Figure 1. Routed metal, one color a layer (run 1).
Drawn at 1 px/um.
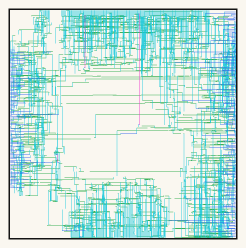
Figure 2. Placement by cell class (run 1).
Drawn at 1 px/um.
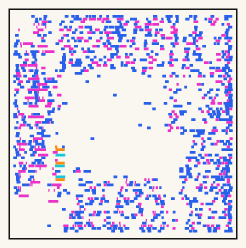
Figure 3. Clock nets (run 1).
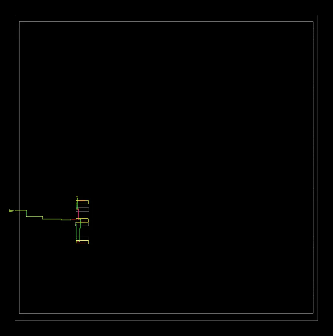
[config.mk]
export PLATFORM = sky130hd
export DESIGN_NAME = sbox_arbiter_flat
export DESIGN_NICKNAME = d
export VERILOG_FILES = /design/src/rtl/aes_pkg.sv /design/src/rtl/sbox_arbiter_if.sv /design/src/rtl/sbox_tag_pipe.sv /design/src/rtl/sbox_arbiter.sv /design/src/flat_wrapper.sv
export SDC_FILE = /design/constraint.sdc
export NUM_CORES = 1
export LEC_CHECK = 0
export CORE_AREA = 3 3 223 225
export DETAILED_ROUTE_END_ITERATION = 7
export DIE_AREA = 0 0 226 228
export PLACE_DENSITY_LB_ADDON = 0.08
export SKIP_CTS_REPAIR_TIMING = 1
export SYNTH_ARGS = -nofsm -noshare
export SYNTH_HDL_FRONTEND = slang
export SYNTH_SLANG_ARGS = --single-unit
export TNS_END_PERCENT = 100
[constraint.sdc]
create_clock -name clk -period 1.6 [get_ports clk]
set_input_delay 0.16 -clock clk [delete_from_list [all_inputs] [get_ports clk]]
set_output_delay 0.16 -clock clk [all_outputs]
set_load 0.02 [all_outputs]
[src/rtl/aes_pkg.sv]
// Shared AES-core definitions used by the S-box arbiter and its tag pipe.
//   AES_STATE_W / AES_WORD_W : widths of a full AES state and one key word
//   req_id_t                 : which requester issued an S-box operation
//   sbox_tag_t               : one in-flight tag {vld, id}
package aes_pkg;

  localparam int AES_STATE_W = 128;
  localparam int AES_WORD_W  = 32;

  typedef enum logic {
    ID_RD = 1'b0,
    ID_KS = 1'b1
  } req_id_t;

  typedef struct packed {
    logic    vld;
    req_id_t id;
  } sbox_tag_t;

endpackage

[src/rtl/sbox_arbiter_if.sv]
// Request/response bundle between the two S-box requesters and the arbiter.
//   master : requester side (round datapath + key expansion)
//   slave  : arbiter side
// Round datapath: rd_req_* (128-bit state in), rd_rsp_* (128-bit state out).
// Key expansion : ks_req_* (32-bit word in),   ks_rsp_* (32-bit word out).
interface sbox_arbiter_if;

  logic                             rd_req_valid;
  logic                             rd_req_ready;
  logic [aes_pkg::AES_STATE_W-1:0]  rd_req_data;
  logic                             rd_rsp_valid;
  logic [aes_pkg::AES_STATE_W-1:0]  rd_rsp_data;

  logic                             ks_req_valid;
  logic                             ks_req_ready;
  logic [aes_pkg::AES_WORD_W-1:0]   ks_req_word;
  logic                             ks_rsp_valid;
  logic [aes_pkg::AES_WORD_W-1:0]   ks_rsp_word;

  modport master (
    output rd_req_valid, rd_req_data, ks_req_valid, ks_req_word,
    input  rd_req_ready, rd_rsp_valid, rd_rsp_data,
    input  ks_req_ready, ks_rsp_valid, ks_rsp_word
  );

  modport slave (
    input  rd_req_valid, rd_req_data, ks_req_valid, ks_req_word,
    output rd_req_ready, rd_rsp_valid, rd_rsp_data,
    output ks_req_ready, ks_rsp_valid, ks_rsp_word
  );

endinterface

[src/rtl/sbox_tag_pipe.sv]
// DEPTH-stage shift register of {vld, id} tags that runs alongside the
// registered S-box so each result can be routed back to its issuer.
//   clk, rst_n : clock, asynchronous active-low clear
//   i_tag      : tag of the operation entering the S-box this cycle
//   o_tag      : tag of the result leaving the S-box this cycle
module sbox_tag_pipe
  import aes_pkg::*;
#(
  parameter int DEPTH = 1
) (
  input  logic      clk,
  input  logic      rst_n,
  input  sbox_tag_t i_tag,
  output sbox_tag_t o_tag
);

  sbox_tag_t r_stage [DEPTH];

  // NOTE: every stage is cleared; a stale vld bit surviving reset would
  // emit a response pulse for an operation that was discarded.
  always_ff @(posedge clk or negedge rst_n) begin
    if (!rst_n) begin
      for (int i = 0; i < DEPTH; i++) r_stage[i] <= '0;
    end else begin
      // NOTE: non-blocking so each stage captures its neighbour's old value.
      r_stage[0] <= i_tag;
      for (int i = 1; i < DEPTH; i++) r_stage[i] <= r_stage[i-1];
    end
  end

  assign o_tag = r_stage[DEPTH-1];

endmodule

[src/rtl/sbox_arbiter.sv]
// Shares one registered 128-bit S-box between the round datapath (SubBytes
// on a full state) and the key-expansion unit (SubWord on one word).
// Round-robin on contention, tag pipe matched to the S-box latency.
//   clk, rst : clock, asynchronous active-low reset
//   bus      : requester handshakes and responses (slave side)
//   sb_in    : operand to the S-box (0 when nothing is granted)
//   sb_out   : S-box result, valid SBOX_LAT cycles after sb_in is sampled
// SBOX_LAT must lie in 1..4.
module sbox_arbiter
  import aes_pkg::*;
#(
  parameter int SBOX_LAT = 1
) (
  input  logic                   clk,
  input  logic                   rst,
  sbox_arbiter_if.slave          bus,
  output logic [AES_STATE_W-1:0] sb_in,
  input  logic [AES_STATE_W-1:0] sb_out
);

  req_id_t   r_ptr;
  logic      w_grant_rd;
  logic      w_grant_ks;
  logic      w_contested;
  sbox_tag_t w_tag_in;
  sbox_tag_t w_tag_out;

  // Grants are gated with rst so no handshake completes while reset is held.
  assign w_contested = rst && bus.rd_req_valid && bus.ks_req_valid;

  // NOTE: defaults first so every path assigns every output; no latches.
  always_comb begin
    w_grant_rd = 1'b0;
    w_grant_ks = 1'b0;
    if (w_contested) begin
      if (r_ptr == ID_KS) w_grant_ks = 1'b1;
      else                w_grant_rd = 1'b1;
    end else if (rst) begin
      w_grant_rd = bus.rd_req_valid;
      w_grant_ks = bus.ks_req_valid;
    end
  end

  // Pointer only moves on a contested grant, to the requester that lost.
  always_ff @(posedge clk or negedge rst) begin
    if (!rst) begin
      r_ptr <= ID_KS;
    end else if (w_contested) begin
      r_ptr <= w_grant_ks ? ID_RD : ID_KS;
    end
  end

  always_comb begin
    sb_in = '0;
    if (w_grant_rd)      sb_in = bus.rd_req_data;
    else if (w_grant_ks) sb_in = {{(AES_STATE_W-AES_WORD_W){1'b0}}, bus.ks_req_word};
  end

  assign bus.rd_req_ready = w_grant_rd;
  assign bus.ks_req_ready = w_grant_ks;

  always_comb begin
    w_tag_in     = '0;
    w_tag_in.vld = w_grant_rd | w_grant_ks;
    w_tag_in.id  = w_grant_ks ? ID_KS : ID_RD;
  end

  sbox_tag_pipe #(
    .DEPTH (SBOX_LAT)
  ) u_tag_pipe (
    .clk   (clk),
    .rst_n (rst),
    .i_tag (w_tag_in),
    .o_tag (w_tag_out)
  );

  // The tag leaving the pipe lines up with sb_out; route it to its issuer.
  assign bus.rd_rsp_valid = w_tag_out.vld && (w_tag_out.id == ID_RD);
  assign bus.ks_rsp_valid = w_tag_out.vld && (w_tag_out.id == ID_KS);
  assign bus.rd_rsp_data  = bus.rd_rsp_valid ? sb_out : '0;
  assign bus.ks_rsp_word  = bus.ks_rsp_valid ? sb_out[AES_WORD_W-1:0] : '0;

endmodule

[src/flat_wrapper.sv]
// flat-port wrapper written by rule: the top's interface ports become plain ports
module sbox_arbiter_flat import aes_pkg::*;
#(
  parameter int SBOX_LAT = 1
)
  (clk, rst, sb_in, sb_out, bus_rd_req_valid, bus_rd_req_data, bus_ks_req_valid, bus_ks_req_word, bus_rd_req_ready, bus_rd_rsp_valid, bus_rd_rsp_data, bus_ks_req_ready, bus_ks_rsp_valid, bus_ks_rsp_word);
  sbox_arbiter_if bus_i ();
  input  logic clk;
  input  logic rst;
  output logic [AES_STATE_W-1:0] sb_in;
  input  logic [AES_STATE_W-1:0] sb_out;
  input wire logic [$bits(bus_i.rd_req_valid)-1:0] bus_rd_req_valid;
  input wire logic [$bits(bus_i.rd_req_data)-1:0] bus_rd_req_data;
  input wire logic [$bits(bus_i.ks_req_valid)-1:0] bus_ks_req_valid;
  input wire logic [$bits(bus_i.ks_req_word)-1:0] bus_ks_req_word;
  output wire logic [$bits(bus_i.rd_req_ready)-1:0] bus_rd_req_ready;
  output wire logic [$bits(bus_i.rd_rsp_valid)-1:0] bus_rd_rsp_valid;
  output wire logic [$bits(bus_i.rd_rsp_data)-1:0] bus_rd_rsp_data;
  output wire logic [$bits(bus_i.ks_req_ready)-1:0] bus_ks_req_ready;
  output wire logic [$bits(bus_i.ks_rsp_valid)-1:0] bus_ks_rsp_valid;
  output wire logic [$bits(bus_i.ks_rsp_word)-1:0] bus_ks_rsp_word;
  assign bus_i.rd_req_valid = bus_rd_req_valid;
  assign bus_i.rd_req_data = bus_rd_req_data;
  assign bus_i.ks_req_valid = bus_ks_req_valid;
  assign bus_i.ks_req_word = bus_ks_req_word;
  assign bus_rd_req_ready = bus_i.rd_req_ready;
  assign bus_rd_rsp_valid = bus_i.rd_rsp_valid;
  assign bus_rd_rsp_data = bus_i.rd_rsp_data;
  assign bus_ks_req_ready = bus_i.ks_req_ready;
  assign bus_ks_rsp_valid = bus_i.ks_rsp_valid;
  assign bus_ks_rsp_word = bus_i.ks_rsp_word;
  sbox_arbiter #(.SBOX_LAT(SBOX_LAT)) u_core (.clk(clk), .rst(rst), .bus(bus_i), .sb_in(sb_in), .sb_out(sb_out));
endmodule
==> reports/summary.txt, run 1 <==
Status = complete, but fails checks
Failing checks = negative setup slack
Core area = 0.0477 mm2
Max-slew headroom = 72.0%
Cells in synth_stat.txt = 463
Synth top area cells = and2_1 21%, nor3b_1 17%, nand2_1 12%
Fin crit share = 117%
Setup crit end = sb_in[61]
Register-to-Register Path Depth = 4
Seq pwr share = 2.1%
Met2 Wirelength = 19.8 mm
First-pass GRT wire length = 43.6 mm
Async S/R FF share, synth = 100%
H-tree Lvls = 1
Clk tree area frac = 0.653%
CP max FO = 8
Ao+oa area frac = 10.2%
Die ar. = 0.0515 mm2
OpenROAD warning count = 28
Worst hold slack = 49.7 ps
Num CTS Buffers = 3
Reg2Reg Setup Slack = 460 ps
Synth Area in XOR/XNOR = 0.299%
Met3 usage in global routing = 3.48%
Gate Count Post-Synth = 463
Net switching power = 2710 uW
Root Driver = clkbuf_16
Comb power frac = 91.7%
CTS tree = done
Area leader share = 20.7%
Total track usage = 11.5%
Fmax = 533 MHz
Combinational power = 5910 uW
Post-DP Area = 0.00967 mm2
DR iter-0 viols = 174
Slowest CP cell = dfstp_2
R2R Path Start = u_core.r_ptr
Gr ovfl total = 0
Non-CTS buffers = 699
Max Used Layer = met4
Crit path max-delay family = buffers and inverters
Chip height = 228 um
CP max stage delay = 590 ps
DR WL/cell = 20.5 um
Worst path most repeated cell = buf_6
Core Util at FP = 6.13%
Crit-path cells = and2_4, buf_6, buf_6, clkbuf_16, nor3b_2, buf_4
Ports = 584
DP HPWL = 28.4 mm
DRC Markers = 0
Min cycle time layout = 1880 ps
Clock net power = 398 uW
Number of port buffers = 583
Sequential power = 137 uW
Main logic family = simple AND/OR/NAND/NOR gates
Sequential fraction of the synthesis area = 2.61%
Die W = 226 um
Largest class = buffers
Clock Tree Buf Depth = 2
Antenna Cells = 4
Mean post-synth cell area = 6.32 um2
DRT Pass-1 Iters = 4
Crit. Startpoint = u_core.r_ptr
Count of library flops with an enable pin = 0
Comb area share = 30.1%
Signal buf overhead = 62.1%
Vias in the first global route = 5688
Num sequential = 3
P_leak = 0.00590 uW
# clk buffers = 4
Fin. max-slew vios = 0
Floorplan Nets = 755
Max_cap viols = 0
RSZ-0062 raised after global routing = yes
Sequential share of cell area = 0.653%
CP required = 1440 ps
Register area = 78.8 um2
Logic area = 0.00363 mm2
Filler Cell Count = 5267
Share of cells above drive strength 1 = 51.5%
Top Consumer = combinational cells
# setup viols final = 220
Post-Place Worst Slack = -732 ps
Synth cell count leaders = 97 x and2_1, 97 x nand2_1, 67 x nor3b_1, 34 x nor2_1
Site row count = 80
Critical Path AT = 1720 ps
Total power = 6440 uW
Synth flops = 3
Worst Setup End Kind = primary output
Mapped Area = 0.00293 mm2
Most frequent cells in the layout = 288 x clkdlybuf4s50_1, 155 x buf_6, 119 x buf_4
Largest net degree at the start of global routing = 39
Worst slew pin tran = 420 ps
Most common reg cell = dfrtp_1
Pwr Density = 534 mW/mm2
YS chip area = 0.00293 mm2
Worst setup path class = reg -> out
Dominant cell type by area after synthesis = and2_1
Drt total wl = 35.3 mm
Critical path startpoint category = flop
Gpl congestion = 0.792
Setup WS post-layout = -276 ps
Synth warn = 0
Critical R2R Capture = u_core.u_tag_pipe.o_tag[0]
Simple share = 75.2%
Setup TNS = -30640 ps
GR Layer Usage met1 = 11.6%
Most frequent logic cell in the layout = clkdlybuf4s50_1
DR vias/cell = 3.43
Inverters, non-clock = 1
Initial antenna violation count = 4
Fa+ha+maj area frac = 0%
Wl on met1 = 12.6 mm
ANT nets after route = 0
Grt met2 use = 23.6%
Synth-to-layout area growth = 313%
Finished Layout Cells = 1722
Cell Int Power = 3730 uW
HP Class = in -> async
Back to the opening pictures, Figure 1:
| color | layer | wire length |
|---|---|---|
| cyan | M2 | 19800 um |
| magenta | M4 | 171 um |
| blue | M3 | 2730 um |
| green | M1 | 12600 um |

Back to the opening pictures, Figure 2:
| color | class | cells | share of their area |
|---|---|---|---|
| blue | remaining buffers and delay cells | 699 | 66% |
| cyan | registers | 3 | 0.70% |
| magenta | remaining logic cells | 397 | 32% |
| orange | clock drivers and dummy loads | 4 | 0.70% |

Back to the opening pictures, Figure 3:
worst-case clock skew: 0.891 ps
clk ins delay skew pair: 220 ps
# clock sinks: 3

==> run 1 -> run 2 <==
--- a/config.mk
+++ b/config.mk
@@ -6,6 +6,7 @@
 export NUM_CORES = 1
 export LEC_CHECK = 0
 export CORE_AREA = 3 3 223 225
+export CTS_CLUSTER_DIAMETER = 40
 export DETAILED_ROUTE_END_ITERATION = 7
 export DIE_AREA = 0 0 226 228
 export PLACE_DENSITY_LB_ADDON = 0.08
Figure 4. Routed metal, one color a layer (run 2).
Drawn at 1 px/um.
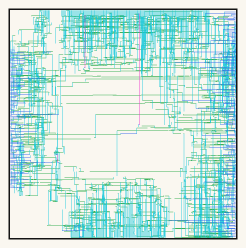
| color | layer | wire length |
|---|---|---|
| magenta | M4 | 171 um |
| blue | M3 | 2730 um |
| green | M1 | 12600 um |
| cyan | M2 | 19800 um |

==> run 2 against run 1 <==
The run still ends with negative setup slack left; global-route usage did not move; synthesized area is the same; power stayed put; critical path type unchanged.
==> reports/summary.txt, run 2 <==
Gate Count Post-Synth = 463
Met3 usage in global routing = 3.48%
YS chip area = 0.00293 mm2
Synth Area in XOR/XNOR = 0.299%
Largest class = buffers
Slowest CP cell = dfstp_2
Combinational gates = 396
P_leak = 0.00590 uW
RSZ-0062 raised after global routing = yes
Combinational power = 5910 uW
Met2 Wirelength = 19.8 mm
DR iter-0 viols = 174
CP max FO = 8
Clock net power = 398 uW
Status = complete, but fails checks
Register area = 78.8 um2
Area leader share = 20.7%
Non-CTS buffers = 699
Max Used Layer = met4
Comb area share = 30.1%
Min cycle time layout = 1880 ps
Sequential share of cell area = 0.653%
DRC Markers = 0
Vias in the first global route = 5688
Critical path startpoint category = flop
Most frequent cells in the layout = 288 x clkdlybuf4s50_1, 155 x buf_6, 119 x buf_4
Worst setup path class = reg -> out
Comb power frac = 91.7%
DR vias/cell = 3.43
Fin. max-slew vios = 0
Finished Layout Cells = 1722
Most common reg cell = dfrtp_1
Wl on met1 = 12.6 mm
Worst slew pin tran = 420 ps
Register-to-Register Path Depth = 4
Floorplan Nets = 755
Cells in synth_stat.txt = 463
Die W = 226 um
Initial antenna violation count = 4
Top Consumer = combinational cells
Site row count = 80
Fmax = 533 MHz
GR Layer Usage met1 = 11.6%
Synth flops = 3
CTS tree = done
Largest net degree at the start of global routing = 39
Core area = 0.0477 mm2
Chip height = 228 um
OpenROAD warning count = 28
Cell Type Count = 24
CP required = 1440 ps
Mean post-synth cell area = 6.32 um2
Most frequent logic cell in the layout = clkdlybuf4s50_1
Count of library flops with an enable pin = 0
Mapped Area = 0.00293 mm2
Cell Int Power = 3730 uW
Synth-to-layout area growth = 313%
Post-Place Worst Slack = -732 ps
Critical Path AT = 1720 ps
Gr ovfl total = 0
Seq pwr share = 2.1%
Setup WS post-layout = -276 ps
Root Driver = clkbuf_16
Metal3 WL = 2.73 mm
Drt total wl = 35.3 mm
Worst path most repeated cell = buf_6
Inverters, non-clock = 1
Net switching power = 2710 uW
Main logic family = simple AND/OR/NAND/NOR gates
Num CTS Buffers = 3
Crit path max-delay family = buffers and inverters
Clock Tree Buf Depth = 2
Fa+ha+maj area frac = 0%
Synth cell count leaders = 97 x and2_1, 97 x nand2_1, 67 x nor3b_1, 34 x nor2_1
Dominant cell type by area after synthesis = and2_1
Clk tree area frac = 0.653%
Sequential fraction of the synthesis area = 2.61%
Failing checks = negative setup slack
# clk buffers = 4
H-tree Lvls = 1
Antenna Cells = 4
Max reg flops = 2
ANT nets after route = 0
MUX area fraction = 0%
R2R Path Start = u_core.r_ptr
First-pass GRT wire length = 43.6 mm
Pwr Density = 534 mW/mm2
Worst-case clock skew = 0.891 ps
Post-route cell area = 0.0121 mm2
Async S/R FF share, synth = 100%
Max-slew headroom = 72.0%
DR WL/cell = 20.5 um
Core Util at FP = 6.13%
Filler Cell Count = 5267
Gpl congestion = 0.792
Worst-path clk slew = 30 ps
Synth top area cells = and2_1 21%, nor3b_1 17%, nand2_1 12%
Signal buf overhead = 62.1%
Total track usage = 11.5%
Ports = 584
Busiest layer in global routing = met2
CP max stage delay = 590 ps
Setup TNS = -30640 ps
Post-DP Area = 0.00967 mm2
Num sequential = 3
Final hold vios = 0
Grt met2 use = 23.6%
Sequential power = 137 uW
Clk ins delay skew pair = 220 ps
Worst hold slack = 49.7 ps
Simple share = 75.2%
Ao+oa area frac = 10.2%
Crit. Startpoint = u_core.r_ptr
HP Class = in -> async
Number of port buffers = 583
# clock sinks = 3
Reg2Reg Setup Slack = 460 ps
DRT Pass-1 Iters = 4
DP HPWL = 28.4 mm
Critical R2R Capture = u_core.u_tag_pipe.o_tag[0]
Clock Power Share = 6.2%
Buf+Inv Stages, Crit Path = 4
Fin crit share = 117%
Die ar. = 0.0515 mm2
Share of cells above drive strength 1 = 51.5%
Setup crit end = sb_in[61]
Worst Setup End Kind = primary output
Logic area = 0.00363 mm2
Crit-path cells = and2_4, buf_6, buf_6, clkbuf_16, nor3b_2, buf_4
Synth warn = 0
Total power = 6440 uW
# setup viols final = 220
Max_cap viols = 0
Power figures rest on the tool's default switching activity, not on a simulated workload.
